Design sevenseg_scan_decoder, sky130hd; sources not shown.
Wire density map:
(4 px per µm) 19 x 19 tiles, from black (low) to pale yellow (high), scaled to the fullest tile. Values are wire area over tile area, all layers added.
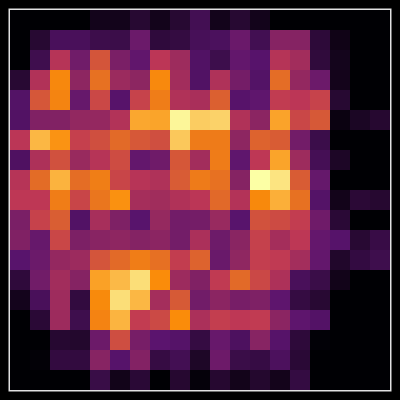
26% of the tiles are over half the peak. 17% of the tiles are nearly empty. The fullest tile reaches 0.51.
WL/cell: 15.3 µm
gr usage total: 21.6%
routed vias: 3437

Register map, names as in the netlist:
(4 px per µm) Other sequential cells in the stronger gray, the rest of the logic in the fainter gray.
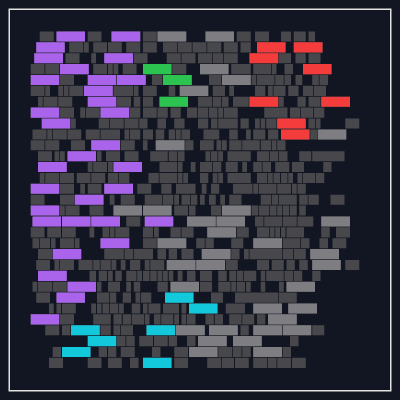
Key: DIGITS = purple [sequential cells 32]; hex_q = cyan [sequential cells 7]; cnt = red [sequential cells 8, where upper right]; UPDATE_IDX = green [sequential cells 3]
Another 34 sequential cells are not colored.
Seq/total area: 33.4%
sequential cell power: 0.000423 W
FF/Latch Area: 1680 µm²
Layout Utilization: 70.5%

==> results.ini <==
[clock_tree]
holdBufCountCts=0
cts.repair.resized=0
clkSinkCount=84
cts_tree=yes

[grt]
grt_pass1_wl_mm=15.4
grt.busiest_layer=met2

[die]
ioPinCount=63
chipWidth_um=95.0
rows=31

[logic_synthesis]
ys_top_cells_by_count=dfxtp_1 (84), nand2_1 (55), mux2i_1 (31)
ys_sh_adder_pct=2.69
edf_count=0
syn_area_um2=4190

[critical_path]
cp_common_cell=ha_1
cp-end-kind=flop
reg2reg_setup_slack_ps=2500
required_ps=8660
crit_chain=inv_1, ha_1, nand2b_1, and2_1, ha_1, nor2b_1, a31oi_2, inv_2, ha_1, nor2_1, a21oi_1, ha_1, nor2b_1, a21o_1, ha_1, nor2b_1, and2_1, a311o_1, and3_1, a211oi_1, xnor2_2, nor4_1, nor3b_1
reg2reg_depth=23

[finish]
syn_to_final_growth_pct=20.0

[outcome]
outcome=finished clean

[placed_design]
place_area_um2=4820
place_congestion=0.877

[timing]
tns_ps=0
finalMaxSlewViolations=0

[routing]
post_drt_via_cell_ratio=5.62
met2_length_mm=4.64
totalWireLength_mm=9.37
met3_length_um=605

[power_and_ir_drop]
pwr_density_cell_nw_per_um2=168
p_seq_share_pct=50.1

[min_path]
whs_path_depth=2

tightest hold or removal path, cell delays in order (launching register included):
cell and delay (ps):
dfxtp_1 320, nand2_1 50, mux2i_1 50
through the flow:
step	utilization [%]	setup WS, ps
after floorplan	-	3400
after global placement	67.5	2810
after detailed placement	67.5	2470
after CTS	70.3	2430
after global routing	70.5	2030
final	70.5	2500
area by class of cell:
type                            instances  area, µm²  area share [%]
Clock buffer                           10        128            2.54
Tap cell                               99        124            2.46
Inverter                               16       60.1            1.19
Clock inverter                          6       73.8            1.47
Sequential cell                        84       1680            33.4
Timing Repair Buffer                   65        638            12.7
Multi-Input combinational cell        332       2330            46.2
power groups by stage:
stage | clock (W) | combinational (W) | sequential (W)
3_3_place_gp | 0 | 0.000123 | 0.000431
5_1_grt | 0.000320 | 0.000144 | 0.000425
3_5_place_dp | 0 | 0.000127 | 0.000432
6_report | 0.000292 | 0.000129 | 0.000423
4_1_cts | 0.000299 | 0.000128 | 0.000423
2_1_floorplan | 0 | 0.000107 | 0.000423
cell usage in the layout (no fill, tap or decap), types with 7 or more instances in the layout:
cell             instances
inv_1                   13
clkbuf_8                 9
nand2_1                 55
clkdlybuf4s50_1         61
nor4_1                  11
or3_1                    8
nor2b_1                  7
dfxtp_1                 84
a21oi_1                 13
mux2i_1                 31
or4_1                   11
o21a_1                  10
o21ai_0                  7
xnor2_1                 13
ha_1                     9
nand3_1                 12
nor2_1                  22
xor2_1                  19
nand2b_1                28
kinds of logic after synthesis:
kind of cell             Yosys count
adder cells (fa/ha/maj)            9
AND/OR/NAND/NOR                  194
multiplexers                      32
flip-flops                        84
AND-OR/OR-AND                     60
buffers and inverters             49
XOR/XNOR                          37
Power and IR drop assume default switching activity.
